[config.mk]
export PLATFORM = sky130hd
export DESIGN_NAME = rvga_pipe_ctrl_flat
export DESIGN_NICKNAME = d
export VERILOG_FILES = /design/src/rtl/rvga_pipe_ctrl_pkg.sv /design/src/rtl/rvga_pipe_ctrl_if.sv /design/src/rtl/rvga_pipe_ctrl_fwd_pick.sv /design/src/rtl/rvga_pipe_ctrl.sv /design/src/flat_wrapper.sv
export SDC_FILE = /design/constraint.sdc
export NUM_CORES = 1
export LEC_CHECK = 0
export CORE_UTILIZATION = 35
export DETAILED_ROUTE_END_ITERATION = 8
export GPL_TIMING_DRIVEN = 0
export PLACE_DENSITY = 0.6
export SYNTH_ARGS = -nofsm -noshare
export SYNTH_HDL_FRONTEND = slang
export SYNTH_SLANG_ARGS = --single-unit
[constraint.sdc]
create_clock -name clk_i -period 3.3 [get_ports clk_i]
set_clock_uncertainty 0.15 [all_clocks]
set_input_delay 0.495 -clock clk_i [delete_from_list [all_inputs] [get_ports clk_i]]
set_output_delay 0.495 -clock clk_i [all_outputs]
set_load 0.05 [all_outputs]
[src/rtl/rvga_pipe_ctrl_pkg.sv]
// Shared types for the rvga pipeline hazard/forwarding controller.
// Default-width register, table-entry and forward-select types, plus the readiness helper.
package rvga_pipe_ctrl_pkg;
  localparam int RVGA_REG_W  = 5;
  localparam int RVGA_STAGES = 4;

  typedef logic [RVGA_REG_W-1:0] rvga_reg;
  typedef struct packed {
    logic    v;
    rvga_reg rd;
    logic    rd_w_v;
    logic    ld_v;
  } rvga_pipe_entry;
  typedef logic [$clog2(RVGA_STAGES+1)-1:0] rvga_fwd_sel;

  // First stage at which a result of this kind can be forwarded.
  function automatic int rdy_stg(input logic ld, input int alu_stg, input int ld_stg);
    return ld ? ld_stg : alu_stg;
  endfunction
endpackage

[src/rtl/rvga_pipe_ctrl_if.sv]
// Issue-side handshake bundle between the stage chain and rvga_pipe_ctrl.
interface rvga_pipe_ctrl_if #(
  parameter int STAGES = 4,
  parameter int REG_W  = 5
);
  localparam int SEL_W = $clog2(STAGES+1);

  logic              issue_v_i;
  logic [REG_W-1:0]  issue_rd_i;
  logic              issue_rd_w_v_i;
  logic              issue_ld_v_i;
  logic [REG_W-1:0]  issue_rs1_i;
  logic [REG_W-1:0]  issue_rs2_i;
  logic              issue_rs1_v_i;
  logic              issue_rs2_v_i;
  logic              imem_resp_v_i;
  logic              dmem_req_v_i;
  logic              dmem_resp_v_i;
  logic              flush_i;
  logic              freeze_o;
  logic              issue_accept_o;
  logic              bubble_o;
  logic [SEL_W-1:0]  rs1_fwd_sel_o;
  logic [SEL_W-1:0]  rs2_fwd_sel_o;
  logic [STAGES-1:0] stage_v_o;

  modport master (
    output issue_v_i, issue_rd_i, issue_rd_w_v_i, issue_ld_v_i,
           issue_rs1_i, issue_rs2_i, issue_rs1_v_i, issue_rs2_v_i,
           imem_resp_v_i, dmem_req_v_i, dmem_resp_v_i, flush_i,
    input  freeze_o, issue_accept_o, bubble_o, rs1_fwd_sel_o, rs2_fwd_sel_o, stage_v_o
  );
  modport slave (
    input  issue_v_i, issue_rd_i, issue_rd_w_v_i, issue_ld_v_i,
           issue_rs1_i, issue_rs2_i, issue_rs1_v_i, issue_rs2_v_i,
           imem_resp_v_i, dmem_req_v_i, dmem_resp_v_i, flush_i,
    output freeze_o, issue_accept_o, bubble_o, rs1_fwd_sel_o, rs2_fwd_sel_o, stage_v_o
  );
endinterface

[src/rtl/rvga_pipe_ctrl_fwd_pick.sv]
// rvga_fwd_pick: youngest-match / readiness search for one source operand.
module rvga_fwd_pick
  import rvga_pipe_ctrl_pkg::*;
#(
  parameter int STAGES      = 4,
  parameter int REG_W       = 5,
  parameter int ALU_RDY_STG = 1,
  parameter int LD_RDY_STG  = 2,
  parameter int SEL_W       = $clog2(STAGES+1)
) (
  input  logic [STAGES-1:0]            v_i,
  input  logic [STAGES-1:0]            wv_i,
  input  logic [STAGES-1:0]            ld_i,
  input  logic [STAGES-1:0][REG_W-1:0] rd_i,
  input  logic [REG_W-1:0]             rs_i,
  input  logic                         rs_v_i,
  output logic [SEL_W-1:0]             sel_o,
  output logic                         hazard_o
);
  // Scan oldest to youngest so the youngest match overrides.
  always_comb begin
    sel_o    = '0;
    hazard_o = 1'b0;
    for (int k = STAGES; k >= 1; k--) begin
      if (v_i[k-1] && wv_i[k-1] && (rd_i[k-1] == rs_i) && (rs_i != '0) && rs_v_i) begin
        if (k >= rdy_stg(ld_i[k-1], ALU_RDY_STG, LD_RDY_STG)) begin
          sel_o    = SEL_W'(k);
          hazard_o = 1'b0;
        end else begin
          sel_o    = '0;
          hazard_o = 1'b1;
        end
      end
    end
  end
endmodule

[src/rtl/rvga_pipe_ctrl.sv]
// Parametrised hazard/forwarding controller: in-flight rd shift table, freeze/bubble/flush, fwd select.
// Optional RVGA_PIPE_CTRL_PERF_EN adds saturating freeze/bubble/flush event counters.
module rvga_pipe_ctrl
  import rvga_pipe_ctrl_pkg::*;
#(
  parameter int STAGES      = 4,
  parameter int REG_W       = 5,
  parameter int ALU_RDY_STG = 1,
  parameter int LD_RDY_STG  = 2,
  parameter int BR_STG      = 2
) (
  input  logic clk_i,
  input  logic rst_i,
  rvga_pipe_ctrl_if.slave bus
`ifdef RVGA_PIPE_CTRL_PERF_EN
  ,
  output logic [31:0] perf_freeze_cnt_o,
  output logic [31:0] perf_bubble_cnt_o,
  output logic [31:0] perf_flush_cnt_o
`endif
);
  localparam int SEL_W = $clog2(STAGES+1);

  typedef struct packed {
    logic             v;
    logic [REG_W-1:0] rd;
    logic             rd_w_v;
    logic             ld_v;
  } entry_t;

  entry_t [STAGES-1:0] tbl_q, tbl_d;
  entry_t              new_e;
  logic [STAGES-1:0]            v_vec, wv_vec, ld_vec;
  logic [STAGES-1:0][REG_W-1:0] rd_vec;
  logic haz1, haz2, hazard, freeze, accept;

  always_comb begin
    for (int k = 0; k < STAGES; k++) begin
      v_vec[k]  = tbl_q[k].v;
      wv_vec[k] = tbl_q[k].rd_w_v;
      ld_vec[k] = tbl_q[k].ld_v;
      rd_vec[k] = tbl_q[k].rd;
    end
  end

  rvga_fwd_pick #(.STAGES(STAGES), .REG_W(REG_W), .ALU_RDY_STG(ALU_RDY_STG),
                  .LD_RDY_STG(LD_RDY_STG), .SEL_W(SEL_W)) u_pick_rs1 (
    .v_i(v_vec), .wv_i(wv_vec), .ld_i(ld_vec), .rd_i(rd_vec),
    .rs_i(bus.issue_rs1_i), .rs_v_i(bus.issue_rs1_v_i),
    .sel_o(bus.rs1_fwd_sel_o), .hazard_o(haz1));

  rvga_fwd_pick #(.STAGES(STAGES), .REG_W(REG_W), .ALU_RDY_STG(ALU_RDY_STG),
                  .LD_RDY_STG(LD_RDY_STG), .SEL_W(SEL_W)) u_pick_rs2 (
    .v_i(v_vec), .wv_i(wv_vec), .ld_i(ld_vec), .rd_i(rd_vec),
    .rs_i(bus.issue_rs2_i), .rs_v_i(bus.issue_rs2_v_i),
    .sel_o(bus.rs2_fwd_sel_o), .hazard_o(haz2));

  assign hazard = haz1 | haz2;
  assign freeze = ~bus.imem_resp_v_i | (bus.dmem_req_v_i & ~bus.dmem_resp_v_i);
  assign accept = bus.issue_v_i & ~hazard & ~freeze & ~bus.flush_i;

  assign bus.freeze_o       = freeze;
  assign bus.issue_accept_o = accept;
  assign bus.bubble_o       = bus.issue_v_i & hazard & ~freeze & ~bus.flush_i;
  assign bus.stage_v_o      = v_vec;

  always_comb begin
    new_e = '0;
    if (accept) new_e = '{v: 1'b1, rd: bus.issue_rd_i, rd_w_v: bus.issue_rd_w_v_i,
                          ld_v: bus.issue_ld_v_i};
    tbl_d = tbl_q;
    if (!freeze) begin
      tbl_d[0] = new_e;
      for (int k = 1; k < STAGES; k++) tbl_d[k] = tbl_q[k-1];
      // Everything younger than the branch has moved up to BR_STG or below: kill it.
      if (bus.flush_i)
        for (int k = 0; k < STAGES; k++)
          if (k < BR_STG) tbl_d[k].v = 1'b0;
    end
  end

  always_ff @(posedge clk_i or negedge rst_i) begin
    if (!rst_i) tbl_q <= '0;
    else        tbl_q <= tbl_d;
  end

`ifdef RVGA_PIPE_CTRL_PERF_EN
  logic [31:0] frz_cnt_q, bub_cnt_q, fl_cnt_q;
  always_ff @(posedge clk_i or negedge rst_i) begin
    if (!rst_i) begin
      frz_cnt_q <= '0;
      bub_cnt_q <= '0;
      fl_cnt_q  <= '0;
    end else begin
      if (freeze && ~&frz_cnt_q)                 frz_cnt_q <= frz_cnt_q + 32'd1;
      if (bus.bubble_o && ~&bub_cnt_q)           bub_cnt_q <= bub_cnt_q + 32'd1;
      if (bus.flush_i && !freeze && ~&fl_cnt_q)  fl_cnt_q  <= fl_cnt_q + 32'd1;
    end
  end
  assign perf_freeze_cnt_o = frz_cnt_q;
  assign perf_bubble_cnt_o = bub_cnt_q;
  assign perf_flush_cnt_o  = fl_cnt_q;
`endif
endmodule
[src/flat_wrapper.sv]
// flat-port wrapper written by rule: the top's interface ports become plain ports
module rvga_pipe_ctrl_flat import rvga_pipe_ctrl_pkg::*;
#(
  parameter int STAGES      = 4,
  parameter int REG_W       = 5,
  parameter int ALU_RDY_STG = 1,
  parameter int LD_RDY_STG  = 2,
  parameter int BR_STG      = 2
)
  (clk_i, rst_i, bus_issue_v_i, bus_issue_rd_i, bus_issue_rd_w_v_i, bus_issue_ld_v_i, bus_issue_rs1_i, bus_issue_rs2_i, bus_issue_rs1_v_i, bus_issue_rs2_v_i, bus_imem_resp_v_i, bus_dmem_req_v_i, bus_dmem_resp_v_i, bus_flush_i, bus_freeze_o, bus_issue_accept_o, bus_bubble_o, bus_rs1_fwd_sel_o, bus_rs2_fwd_sel_o, bus_stage_v_o);
  rvga_pipe_ctrl_if #(.STAGES(STAGES), .REG_W(REG_W)) bus_i ();
  input  logic clk_i;
  input  logic rst_i;
  input wire logic [$bits(bus_i.issue_v_i)-1:0] bus_issue_v_i;
  input wire logic [$bits(bus_i.issue_rd_i)-1:0] bus_issue_rd_i;
  input wire logic [$bits(bus_i.issue_rd_w_v_i)-1:0] bus_issue_rd_w_v_i;
  input wire logic [$bits(bus_i.issue_ld_v_i)-1:0] bus_issue_ld_v_i;
  input wire logic [$bits(bus_i.issue_rs1_i)-1:0] bus_issue_rs1_i;
  input wire logic [$bits(bus_i.issue_rs2_i)-1:0] bus_issue_rs2_i;
  input wire logic [$bits(bus_i.issue_rs1_v_i)-1:0] bus_issue_rs1_v_i;
  input wire logic [$bits(bus_i.issue_rs2_v_i)-1:0] bus_issue_rs2_v_i;
  input wire logic [$bits(bus_i.imem_resp_v_i)-1:0] bus_imem_resp_v_i;
  input wire logic [$bits(bus_i.dmem_req_v_i)-1:0] bus_dmem_req_v_i;
  input wire logic [$bits(bus_i.dmem_resp_v_i)-1:0] bus_dmem_resp_v_i;
  input wire logic [$bits(bus_i.flush_i)-1:0] bus_flush_i;
  output wire logic [$bits(bus_i.freeze_o)-1:0] bus_freeze_o;
  output wire logic [$bits(bus_i.issue_accept_o)-1:0] bus_issue_accept_o;
  output wire logic [$bits(bus_i.bubble_o)-1:0] bus_bubble_o;
  output wire logic [$bits(bus_i.rs1_fwd_sel_o)-1:0] bus_rs1_fwd_sel_o;
  output wire logic [$bits(bus_i.rs2_fwd_sel_o)-1:0] bus_rs2_fwd_sel_o;
  output wire logic [$bits(bus_i.stage_v_o)-1:0] bus_stage_v_o;
  assign bus_i.issue_v_i = bus_issue_v_i;
  assign bus_i.issue_rd_i = bus_issue_rd_i;
  assign bus_i.issue_rd_w_v_i = bus_issue_rd_w_v_i;
  assign bus_i.issue_ld_v_i = bus_issue_ld_v_i;
  assign bus_i.issue_rs1_i = bus_issue_rs1_i;
  assign bus_i.issue_rs2_i = bus_issue_rs2_i;
  assign bus_i.issue_rs1_v_i = bus_issue_rs1_v_i;
  assign bus_i.issue_rs2_v_i = bus_issue_rs2_v_i;
  assign bus_i.imem_resp_v_i = bus_imem_resp_v_i;
  assign bus_i.dmem_req_v_i = bus_dmem_req_v_i;
  assign bus_i.dmem_resp_v_i = bus_dmem_resp_v_i;
  assign bus_i.flush_i = bus_flush_i;
  assign bus_freeze_o = bus_i.freeze_o;
  assign bus_issue_accept_o = bus_i.issue_accept_o;
  assign bus_bubble_o = bus_i.bubble_o;
  assign bus_rs1_fwd_sel_o = bus_i.rs1_fwd_sel_o;
  assign bus_rs2_fwd_sel_o = bus_i.rs2_fwd_sel_o;
  assign bus_stage_v_o = bus_i.stage_v_o;
  rvga_pipe_ctrl #(.STAGES(STAGES), .REG_W(REG_W), .ALU_RDY_STG(ALU_RDY_STG), .LD_RDY_STG(LD_RDY_STG), .BR_STG(BR_STG)) u_core (.clk_i(clk_i), .rst_i(rst_i), .bus(bus_i));
endmodule
power_grid.png
Pins as bars on the die edge.
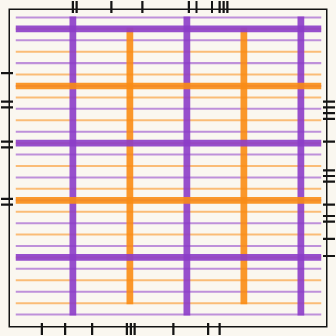
Purple shows VSS. Orange shows VDD.
39 signal pins sit on the boundary. 5 straps on met4. 27 met1 rails follow the rows. The core has 26 rows. 5 straps on met5.

placement_by_type.png
Bar = 20 um.
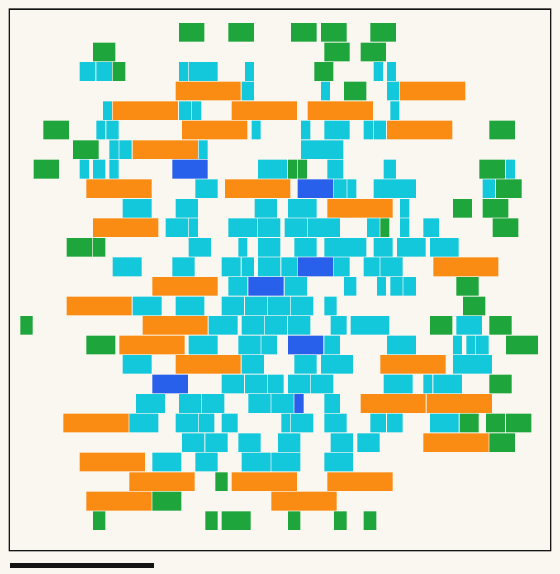
Cyan shows combinational and other logic, cells 136, share of their area 47%. Orange shows sequential cells, cells 29, share of their area 32%. Green shows remaining buffers and delay cells, cells 45, share of their area 17%. Blue shows clock drivers and dummy loads, cells 7, share of their area 3.9%.

==> impl_results.rst <==
Flow metrics
------------

.. list-table::
   :header-rows: 1

   * - Metric
     - Value
   * - Share of final-layout standard cells stronger than drive strength 1
     - 25.35%
   * - Endpoint kind of the worst setup timing path
     - primary output
   * - Placer's final routability congestion estimate
     - 0.8240
   * - Ant. Diodes
     - 0
   * - Reported clock group power
     - 290 uW
   * - Top cell type by total area after synthesis
     - dfrtp_1
   * - Tally of OpenROAD warnings
     - 26
   * - Cell count in the Yosys report
     - 182
   * - Net total in the final layout
     - 243
   * - Source-to-sink clock delay at the later pin of the worst-skew pair
     - 0.27 ns
   * - Endpoints failing setup
     - 0
   * - Unrepaired setup endpoints after global routing
     - no
   * - Clock input transition at the sequential cells of the worst setup and hold paths
     - 0.06 ns
   * - H-tree lvl count
     - 2
   * - Avg WL per Cell
     - 14.46 um
   * - Reg-to-reg critical path startpoint
     - u_core.rd_vec[4]$_DFFE_PN0N_
   * - Count of instances resized after the clock tree is built
     - 10
   * - Sum of negative setup slack
     - 0 ns
   * - Via count of the first global-routing pass
     - 1338
   * - Worst slew margin relative to its limit
     - 55.63%
   * - Final std cell area, no fill
     - 0.002325 mm^2
   * - GRT Overall Usage
     - 16.34%
   * - CTS sink count
     - 29
   * - Post-detailed-route via-to-cell ratio
     - 4.780
   * - Clock group share of total power
     - 30.0%
   * - Commonest cells post-synth
     - 31 x xnor2_1, 29 x dfrtp_1, 21 x nand2_1
   * - Non-clock buffers
     - 45
   * - Overall routed net length
     - 4.151 mm
   * - Count of mapped cells out of synthesis
     - 182
   * - Combinational fraction of the cell area
     - 44.56%
   * - Max Fanout on Critical Path
     - 3
   * - Commonest cells after routing, fill and taps aside
     - 31 x xnor2_1, 29 x dfrtp_1, 21 x nand2_1
   * - Cell at the root of the clock tree
     - clkbuf_8
   * - Cell at the slowest stage of the critical path
     - or4_4
   * - Pin count of the biggest net entering global routing
     - 30
   * - Max reg flops
     - 20
   * - Total vias in the final route
     - 1372
   * - Async set-reset flop share out of synthesis
     - 100.0%
   * - Distinct lib cells used
     - 33
   * - Switching Power
     - 284.1 uW
   * - Minimum setup slack in the final design
     - 0.1089 ns
   * - Chip area from the yosys synthesis statistics
     - 0.001876 mm^2
   * - Status
     - finished clean
   * - Crit path largest cell delay
     - 0.57 ns
   * - Setup crit start kind
     - input pin
   * - Switching power as a share of total power
     - 29.35%
   * - Leak pwr
     - 0.9794 nW
   * - CTS Hold Buffers Added
     - 0
   * - Highest clock frequency the design can meet
     - 0.3134 GHz
   * - Leading cell types by total area after synthesis
     - dfrtp_1 39%, xnor2_1 14%, mux2_2 12%
clk_routes.png
Bar = 20 um.
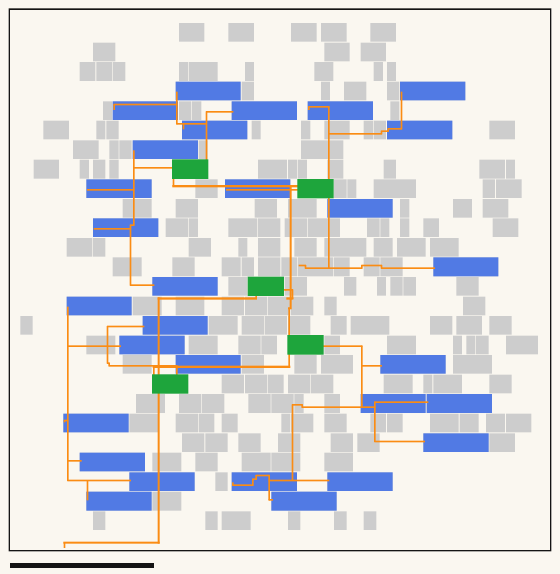
Orange shows clock wires, length 428 um. Green shows clock drivers, count 5. Blue shows flip-flops, count 29.
There are 6 routed clock nets.

wires.png
Two of the layers only.
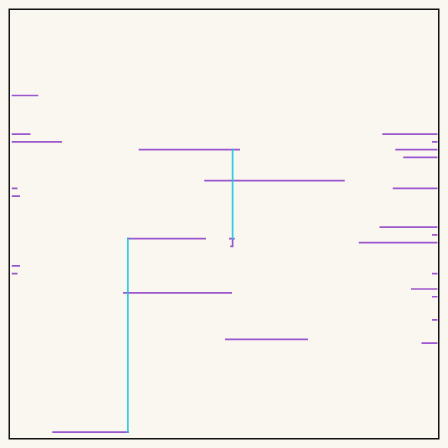
Purple shows metal 3, wire length 187 um. Cyan shows metal 4, wire length 49.6 um.

worst paths after layout:
check | cells after the start | slack [ns] | to
max | 6 | 0.11 | bus_rs1_fwd_sel_o[0]
min | 1 | 0.10 | u_core.rd_vec[18]$_DFFE_PN0N_
max reg2reg | 5 | 1.35 | u_core.rd_vec[4]$_DFFE_PN0N_
min reg2reg | 1 | 0.38 | u_core.tbl_q[17]$_DFFE_PN0N_
max in group asynchronous | 1 | 2.47 | u_core.rd_vec[13]$_DFFE_PN0N_
min in group clk_i | 1 | 0.38 | u_core.tbl_q[17]$_DFFE_PN0N_
per-layer routing:
metal | global-route usage (%) | up-vias | wire (um)
met5 | 0 | - | 0
met4 | 6.173 | 0 | 49
met3 | 3.614 | 4 | 186
met2 | 26.23 | 33 | 1929
met1 | 21.64 | 653 | 1986
li1 | - | 682 | -
Power is estimated from default activity; no workload was simulated.
